<file path="config.mk">
export PLATFORM = sky130hd
export DESIGN_NAME = ssi_poll_scheduler
export DESIGN_NICKNAME = d
export VERILOG_FILES = /design/src/rtl/ssi_poll_scheduler.sv
export SDC_FILE = /design/constraint.sdc
export NUM_CORES = 1
export LEC_CHECK = 0
export ABC_CLOCK_PERIOD_IN_PS = 4300
export CORE_ASPECT_RATIO = 0.6
export CORE_MARGIN = 4
export CORE_UTILIZATION = 42
export DETAILED_ROUTE_END_ITERATION = 10
export PLACE_DENSITY_LB_ADDON = 0.12
export SLEW_MARGIN = 20
export SYNTH_ARGS = -nofsm -noshare
export SYNTH_HDL_FRONTEND = slang
export SYNTH_SLANG_ARGS = --single-unit
</file>
<file path="constraint.sdc">
create_clock -name clk -period 4.3 [get_ports clk]
set_clock_uncertainty 0.15 [all_clocks]
set_input_delay 0.86 -clock clk [delete_from_list [all_inputs] [get_ports clk]]
set_output_delay 0.86 -clock clk [all_outputs]
set_load 0.01 [all_outputs]
</file>
<file path="src/rtl/ssi_poll_scheduler.sv">
`default_nettype none
// ============================================================================
// Module   : ssi_poll_scheduler
// Brief    : Time-multiplexes one shared SSI bus (ssi_clk/ssi_data) across
//            NUM_ENC absolute encoders with individual active-low selects.
//            A poll timer or an external trigger starts a sweep that reads
//            every encoder enabled in the latched mask, lowest index first.
//            Optional feature macro: SSI_PARITY_EN appends an even-parity bit
//            to each frame and suppresses the update on a parity failure.
// Revision : 1.0  initial release
// ============================================================================
module ssi_poll_scheduler #(
    parameter int NUM_ENC     = 4,
    parameter int RES         = 10,
    parameter int STAT_BITS   = 2,
    parameter int CLK_DIV     = 50,
    parameter int CS_SETUP    = 50,
    parameter int CS_GAP      = 100,
    parameter int POLL_CYCLES = 100000
) (
    input  logic                         clk,
    input  logic                         rst_n,
    input  logic                         enable,
    input  logic                         trigger,
    input  logic [NUM_ENC-1:0]           enc_mask,
    input  logic                         ssi_data,
    output logic                         ssi_clk,
    output logic [NUM_ENC-1:0]           ncs,
    output logic [NUM_ENC*RES-1:0]       pos_out,
    output logic [NUM_ENC*STAT_BITS-1:0] stat_out,
    output logic [NUM_ENC-1:0]           pos_valid,
    output logic                         busy,
    output logic [NUM_ENC-1:0]           parity_err
);

`ifdef SSI_PARITY_EN
    localparam int c_PAR = 1;
`else
    localparam int c_PAR = 0;
`endif
    localparam int c_FRAME_BITS = RES + STAT_BITS + c_PAR;
    localparam int c_IW   = (NUM_ENC > 1) ? $clog2(NUM_ENC) : 1;
    localparam int c_TW   = (POLL_CYCLES > 1) ? $clog2(POLL_CYCLES) : 1;
    localparam int c_CMAX = (CS_SETUP > 2*CLK_DIV) ?
                            ((CS_SETUP > CS_GAP) ? CS_SETUP : CS_GAP) :
                            ((2*CLK_DIV > CS_GAP) ? 2*CLK_DIV : CS_GAP);
    localparam int c_CW   = $clog2(c_CMAX + 1);
    localparam int c_BW   = $clog2(c_FRAME_BITS + 1);

    localparam logic [2:0] S_IDLE   = 3'd0;
    localparam logic [2:0] S_SELECT = 3'd1;
    localparam logic [2:0] S_SHIFT  = 3'd2;
    localparam logic [2:0] S_DONE   = 3'd3;
    localparam logic [2:0] S_GAP    = 3'd4;

    logic [2:0]                   r_state, w_next;
    logic [c_TW-1:0]              r_timer;
    logic                         r_pending;
    logic [NUM_ENC-1:0]           r_mask;
    logic [c_IW-1:0]              r_idx;
    logic [c_CW-1:0]              r_cnt;
    logic [c_BW-1:0]              r_bit;
    logic [c_FRAME_BITS-1:0]      r_shift;
    logic [NUM_ENC*RES-1:0]       r_pos;
    logic [NUM_ENC*STAT_BITS-1:0] r_stat;

    logic            w_tick, w_req, w_start;
    logic            w_sel_end, w_bit_end, w_frame_end, w_gap_end, w_sample;
    logic            w_par_ok, w_next_found;
    logic [c_IW-1:0] w_first_idx, w_next_idx;

    assign w_tick      = enable && (r_timer == c_TW'(POLL_CYCLES - 1));
    assign w_req       = w_tick || trigger;
    assign w_start     = (r_state == S_IDLE) && (w_req || r_pending);
    assign w_sel_end   = (r_cnt == c_CW'(CS_SETUP - 1));
    assign w_bit_end   = (r_cnt == c_CW'(2*CLK_DIV - 1));
    assign w_frame_end = w_bit_end && (r_bit == c_BW'(c_FRAME_BITS - 1));
    assign w_gap_end   = (r_cnt == c_CW'(CS_GAP - 1));
    // The first clk cycle of each ssi_clk high phase captures the bit.
    assign w_sample    = (r_state == S_SHIFT) && (r_cnt == c_CW'(CLK_DIV));
`ifdef SSI_PARITY_EN
    // Even parity: the XOR over the whole frame, parity bit included, is 0.
    assign w_par_ok    = ~^r_shift;
`else
    assign w_par_ok    = 1'b1;
`endif

    // Lowest enabled encoder for a new sweep and next enabled one above r_idx.
    always_comb begin
        w_first_idx  = '0;
        w_next_idx   = '0;
        w_next_found = 1'b0;
        for (int i = NUM_ENC - 1; i >= 0; i--) begin
            if (enc_mask[i]) w_first_idx = c_IW'(i);
            if (r_mask[i] && (i > int'(r_idx))) begin
                w_next_found = 1'b1;
                w_next_idx   = c_IW'(i);
            end
        end
    end

    // State register.
    always_ff @(posedge clk or negedge rst_n) begin
        if (!rst_n) r_state <= S_IDLE;
        else        r_state <= w_next;
    end

    // Next-state logic; an all-zero mask leaves the scheduler idle.
    always_comb begin
        w_next = r_state;
        case (r_state)
            S_IDLE:   if (w_start && (|enc_mask)) w_next = S_SELECT;
            S_SELECT: if (w_sel_end)              w_next = S_SHIFT;
            S_SHIFT:  if (w_frame_end)            w_next = S_DONE;
            S_DONE:                               w_next = S_GAP;
            S_GAP:    if (w_gap_end)              w_next = w_next_found ? S_SELECT : S_IDLE;
            default:                              w_next = S_IDLE;
        endcase
    end

    // Poll timer, request coalescing, counters, shifter and result registers.
    always_ff @(posedge clk or negedge rst_n) begin
        if (!rst_n) begin
            r_timer   <= '0;
            r_pending <= 1'b0;
            r_mask    <= '0;
            r_idx     <= '0;
            r_cnt     <= '0;
            r_bit     <= '0;
            r_shift   <= '0;
            r_pos     <= '0;
            r_stat    <= '0;
        end else begin
            if (!enable)     r_timer <= '0;
            else if (w_tick) r_timer <= '0;
            else             r_timer <= r_timer + 1'b1;

            if ((r_state != S_IDLE) && w_req) r_pending <= 1'b1;
            else if (w_start)                 r_pending <= 1'b0;

            if (w_start) begin
                r_mask <= enc_mask;
                r_idx  <= w_first_idx;
            end else if ((r_state == S_GAP) && w_gap_end && w_next_found) begin
                r_idx  <= w_next_idx;
            end

            if ((w_next != r_state) || (r_state == S_IDLE) || (r_state == S_DONE))
                r_cnt <= '0;
            else if ((r_state == S_SHIFT) && w_bit_end)
                r_cnt <= '0;
            else
                r_cnt <= r_cnt + 1'b1;

            if (r_state == S_SELECT)                  r_bit <= '0;
            else if ((r_state == S_SHIFT) && w_bit_end) r_bit <= r_bit + 1'b1;

            if (w_sample) r_shift <= {r_shift[c_FRAME_BITS-2:0], ssi_data};

            // Result slices change on the edge entering DONE so they are
            // already valid while pos_valid is high.
            if ((r_state == S_SHIFT) && w_frame_end && w_par_ok) begin
                r_pos[r_idx*RES +: RES] <= r_shift[c_FRAME_BITS-1 -: RES];
                r_stat[r_idx*STAT_BITS +: STAT_BITS] <= r_shift[c_FRAME_BITS-1-RES -: STAT_BITS];
            end
        end
    end

    // Bus and strobe outputs decoded from the current state.
    always_comb begin
        ssi_clk   = !((r_state == S_SHIFT) && (r_cnt < c_CW'(CLK_DIV)));
        ncs       = '1;
        pos_valid = '0;
`ifdef SSI_PARITY_EN
        parity_err = '0;
`endif
        if ((r_state == S_SELECT) || (r_state == S_SHIFT)) ncs[r_idx] = 1'b0;
        if (r_state == S_DONE) begin
            if (w_par_ok) pos_valid[r_idx] = 1'b1;
`ifdef SSI_PARITY_EN
            else          parity_err[r_idx] = 1'b1;
`endif
        end
    end

`ifndef SSI_PARITY_EN
    assign parity_err = '0;
`endif
    assign busy     = (r_state != S_IDLE);
    assign pos_out  = r_pos;
    assign stat_out = r_stat;

endmodule
`default_nettype wire
</file>
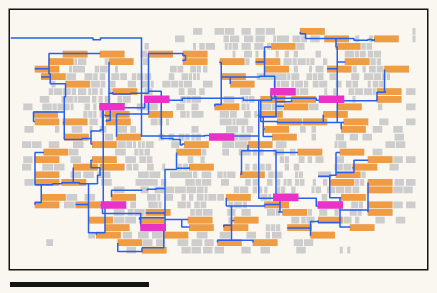
**Above:** run 1 (clock network drawn from the DEF).
Bar = 50 um.
legend:
  magenta:
    item: cells driving clock nets
    count: 9
  blue:
    item: clock wires
    length: 1,260 um
  orange:
    item: flip-flops
    count: 97
routed clock nets: 10

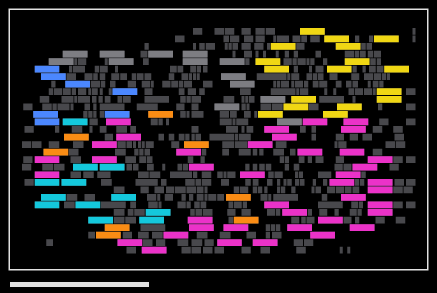
**Above:** run 1 (register map, names as in the netlist).
Bar = 50 um.
legend:
  magenta:
    signal: pos_out
    flops: 40
  blue:
    signal: r_cnt
    flops: 7
  cyan:
    signal: r_shift
    flops: 12
    where: south-west
  yellow:
    signal: r_timer
    flops: 17
    where: north-east
  orange:
    signal: stat_out
    flops: 8
not colored: 13

==> job_summary.md, run 1 <==
### Yosys + OpenROAD results

| Metric | Value |
|---|---|
| Status | finished clean |
| LEAKAGE | 2.612 nW |
| FF-to-FF path depth | 4 |
| Post_cts resized | 0 |
| CP most frequent cell | inv_1 |
| Detailed Place HPWL | 9.841 mm |
| PD cells | 415.5 nW/um^2 |
| Comb pwr share | 27.3% |
| Highest Signal Layer | met4 |
| Post-synth top area cell | dfrtp_1 |
| Top power group | sequential cells |
| Unrepaired setup endpoints after global routing | false |
| ANT cells | 0 |
| Grt met3 use | 6.392% |
| Met2 wire len | 5.208 mm |
| I/O pins | 71 |
| FP Rows | 30 |
| FF-to-FF setup slack | 1.19 ns |
| Post-place setup slack | 1.168 ns |
| Yosys chip area | 5104 sq um |
| Comb. pwr | 0.701 mW |
| Clock buf count | 11 |
| Critical path buffers and inverters | 4 |
| DR WL met3 | 1.277 mm |
| Adder-Cell Fraction of Synth Area | 3.187% |
| Die width | 150.3 um |
| IO Port Bufs | 66 |
| Placer Congestion | 0.9133 |
| Tool Warnings | 35 |
| Fraction of area in registers | 39.24% |
| CP top delay family | buffers and inverters |
| Tap Cells | 160 |
| Layout fillers | 1,025 |
| CP max FO | 25 |
| Dpl cell area | 5869 sq um |
| Clock Latency Late Sink | 0.35 ns |
| TritonCTS clock tree | yes |
| Max Transition Viols Final | 0 |
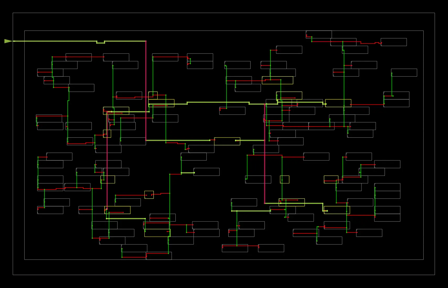
**Above:** run 1 (clock routing).
flip-flops: 97
P_clk: 0.843 mW
TritonCTS Buffers: 9

**Run 1: close-up of the layout**

Region (98, 8) to (128, 38) um. Cells in gray, sequential cells in the stronger gray; small squares are vias.
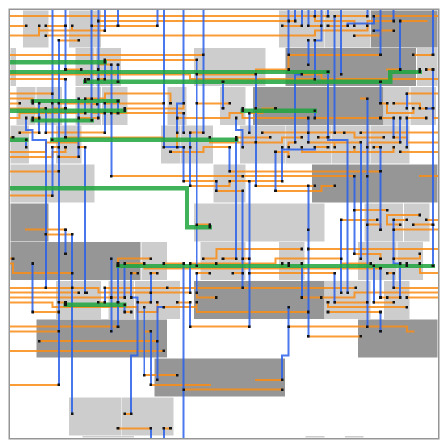

==> run 1 -> run 2 <==
- ABC_CLOCK_PERIOD_IN_PS: 4300 -> 3100
- clock period: 4.3 -> 3.1 ns (I/O delays scaled with it)
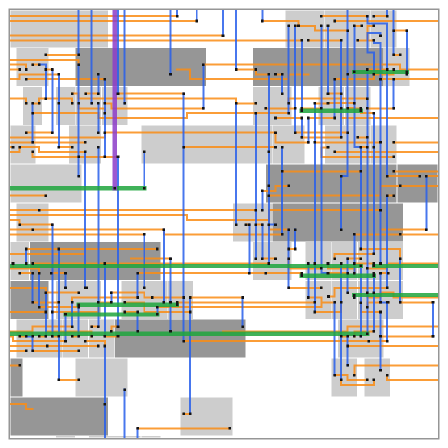
**Above:** run 2 (close-up of the layout).
Region (98, 8) to (128, 38) um. Cells in gray, sequential cells in the stronger gray; small squares are vias.
legend:
  orange:
    layer: met1
  blue:
    layer: met2
  green:
    layer: met3
  purple:
    layer: met4
most frequent: o21ai_0 (12), o41ai_1 (8), dfrtp_1 (7)
cells with their middle in the window: 48
sequential cells in the window: 7
netlist names of flops here include: pos_out (7)

==> run 2 against run 1 <==
  * Global-route usage is 0.23 points lower
  * Core utilization rose by 0.50 points
  * Hold slack worse by 0.19 ns
  * Critical path depth down 2
  * Combinational power increased by 46%
  * First-iteration DRC count decreased by 11%
  * Die size unchanged
  * Synthesized area unchanged
  * Clock power is 35% higher
  * Highest routed layer unchanged
==> job_summary.md, run 2 <==
### Yosys + OpenROAD results

| Metric | Value |
|---|---|
| Status | finished clean |
| Grt ovf | 0 |
| ANT cells | 0 (unchanged) |
| FF-to-FF path depth | 4 (unchanged) |
| Max Transition Viols Final | 0 (unchanged) |
| Comb. pwr | 1.02 mW (+46%) |
| Yosys chip area | 5104 sq um (unchanged) |
| Net Switching | 1.233 mW |
| Synthesized area | 5104 sq um |
| Layout fillers | 1,004 (-2.0%) |
| Tool Warnings | 35 (unchanged) |
| P_clk | 1.14 mW (+35%) |
| Post-place setup slack | 0.3104 ns (-0.8574 ns) |
| Clock Latency Late Sink | 0.34 ns (about the same) |
| Highest Signal Layer | met4 |
| PD cells | 572.8 nW/um^2 (+38%) |
| Critical Path Source Type | flip-flop |
| Multi-input gates | 354 |
| Tmin final | 3.012 ns |
| TritonCTS clock tree | yes |
| Net Sw Frac | 34.47% |
| CP max FO | 11 (-56%) |
| Maxcap violations | 0 |
| WL met1 | 7.121 mm |
| Hold WS | 0.09629 ns |
| Die width | 150.3 um (unchanged) |
| Unrepaired setup endpoints after global routing | false |
| Clock buf count | 10 (-1) |
| Hold Buf Count CTS | 0 |
| Post-Synth Simple-Gate Area | 18.29% |
| Register area | 2427 sq um |
| Dpl cell area | 5942 sq um (+1.2%) |
| Area Growth Syn to Fin | 22.33% |
| Adder-Cell Fraction of Synth Area | 3.187% (unchanged) |
| H-tree depth | 3 |
| Detailed Place HPWL | 10.07 mm (+2.4%) |
| Comb pwr share | 28.4% (+1.1 points) |
| Post-synthesis compound-gate area fraction | 13.63% |
| Final setup vio count | 0 |
| Crit Path Class | reg -> out |
| Worst EP required | 2.33 ns |
| Critical path buffers and inverters | 1 (-3) |
| I/O pins | 71 (unchanged) |
| Tap Cells | 160 (unchanged) |
| DRT antenna net count | 0 |
| FF-to-FF setup slack | 0.25 ns (-0.94 ns) |
| DR WL met3 | 946 um (-26%) |
| Post-synth top area cell | dfrtp_1 |
| Ys async rst share | 100.0% |
| Peak supply drop | 0.3478 mV |
| FP Rows | 30 (unchanged) |
| Fraction of area in registers | 38.88% (-0.36 points) |
| Flip-flops | 97 (unchanged) |
| TritonCTS Buffers | 9 (unchanged) |
| Grt met3 use | 4.262% (-2.1 points) |
| Placer Congestion | 0.8867 (-2.9%) |
| Met2 wire len | 5.312 mm (+2.0%) |
| IO Port Bufs | 66 (unchanged) |
| CP top delay family | simple AND/OR/NAND/NOR gates |
| Share of cells above drive strength 1 | 12.88% |
| Top power group | sequential cells |
| Post_cts resized | 0 (unchanged) |
| Max reg flops | 40 |
| CTS max path bufs | 2 |
| CP Launch Point | r_state[0] |
| LEAKAGE | 2.644 nW (+1.2%) |
**Run 2: clock routing**

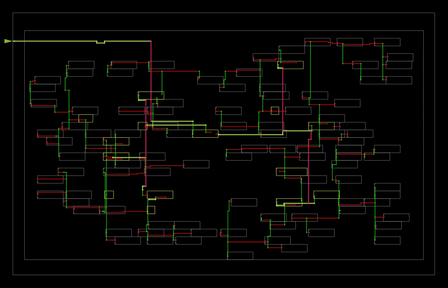

==> run 2 -> run 3 <==
- CORE_ASPECT_RATIO: 0.6 -> 0.9
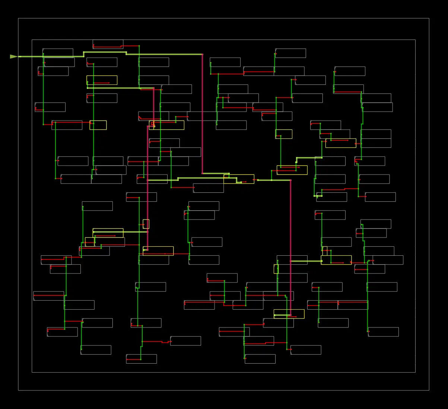
**Above:** run 3 (clock routing).
P_clk: 1.05 mW
Clock Latency Late Sink: 0.34 ns
CTS Sinks: 97
clock buf count: 14

==> run 3 against run 2 <==
  * Maximum frequency increased by 4.2%
  * Sequential power about the same
  * Critical path depth unchanged
  * Global-route usage decreased by 1.3 points
  * Critical path type unchanged
  * Via count decreased by 1.7%
  * Sequential share of layout area increased by 0.13 points
  * Core utilization decreased by 0.48 points
  * Final area decreased by 0.32%
  * Setup slack improved by 0.12 ns
  * Sequential cell count unchanged
  * Final cell count decreased by 0.28%
  * First-iteration DRC count decreased by 27%
==> job_summary.md, run 3 <==
### Yosys + OpenROAD results

| Metric | Value |
|---|---|
| Status | finished clean |
| Hold Buf Count CTS | 0 (unchanged) |
| Detailed Place HPWL | 8.866 mm (-12%) |
| Critical Path Source Type | flip-flop |
| Grt ovf | 0 (unchanged) |
| I/O pins | 71 (unchanged) |
| Net Switching | 1.166 mW (-5.4%) |
| Unrepaired setup endpoints after global routing | false |
| ANT cells | 0 (unchanged) |
| Critical path buffers and inverters | 1 (unchanged) |
| Critical Path AT | 2.12 ns |
| DR WL met3 | 734 um (-22%) |
| Adder-Cell Fraction of Synth Area | 3.187% (unchanged) |
| Post-Synth Simple-Gate Area | 18.29% (unchanged) |
| Highest Signal Layer | met4 |
| IO Port Bufs | 66 (unchanged) |
| Final setup vio count | 0 (unchanged) |
| Crit Path Class | reg -> out |
| CP max FO | 11 (unchanged) |
| Max Transition Viols Final | 0 (unchanged) |
| Layout fillers | 1,055 (+5.1%) |
| Multi-input gates | 354 (unchanged) |
| Fraction of area in registers | 39.00% (+0.13 points) |
| FF-to-FF path depth | 5 (+1) |
| TritonCTS Buffers | 9 (unchanged) |
| FF-to-FF setup slack | 0.45 ns (+0.20 ns) |
| Post-place setup slack | 0.4373 ns (+0.1269 ns) |
| Tmin final | 2.891 ns (-0.1204 ns) |
| FP Rows | 37 (+23%) |
| Logic share of the area | 40.11% |
| Placer Congestion | 0.8826 (-0.46%) |
| Grt met3 use | 4.635% (+0.37 points) |
| Peak supply drop | 0.3870 mV (+11%) |
| CP top delay family | simple AND/OR/NAND/NOR gates |
| Met2 wire len | 5.623 mm (+5.9%) |
| Post_cts resized | 0 (unchanged) |
| Synthesized area | 5104 sq um (unchanged) |
| Hold WS | 0.1682 ns (+0.07194 ns) |
| Comb. pwr | 0.994 mW (about the same) |
| Flip-flops | 97 (unchanged) |
| PD cells | 555.9 nW/um^2 (-3.0%) |
| Register area | 2427 sq um (unchanged) |
| Slowest-stage cell, CP | or3b_4 |
| Die width | 124.2 um (-17%) |
| Flops after synth | 97 |
| Area Growth Syn to Fin | 21.94% |
| WL met1 | 5.661 mm (-21%) |
| Yosys chip area | 5104 sq um (unchanged) |
| Top power group | sequential cells |
| Comb pwr share | 28.7% (+0.3 points) |
| Tap Cells | 156 (-2.5%) |

==> layout pictures side by side <==
Cells by drive strength.
shot_01.png
Bar = 50 um.
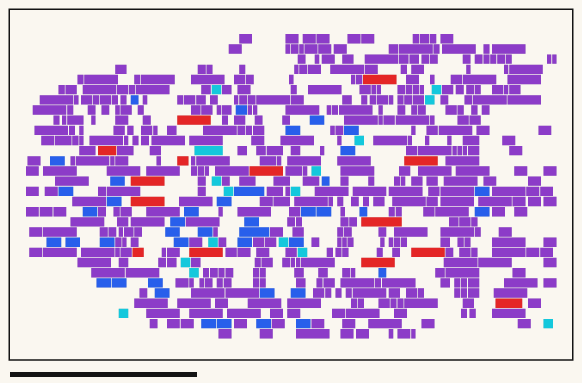
shot_02.png
Bar = 20 um.
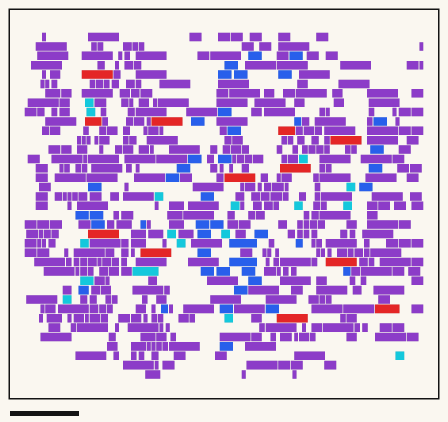
run 2 -> shot_01.png
run 3 -> shot_02.png

Key to shot_02.png:
legend:
  blue:
    size: drive 2
    cells: 43
    share: 7.7%
  red:
    size: drive 6 and up
    cells: 12
    share: 2.1%
  cyan:
    size: drive 3 to 4
    cells: 17
    share: 3.0%
  purple:
    size: drive 1 or less
    cells: 489
    share: 87%

Power is estimated from default activity; no workload was simulated.
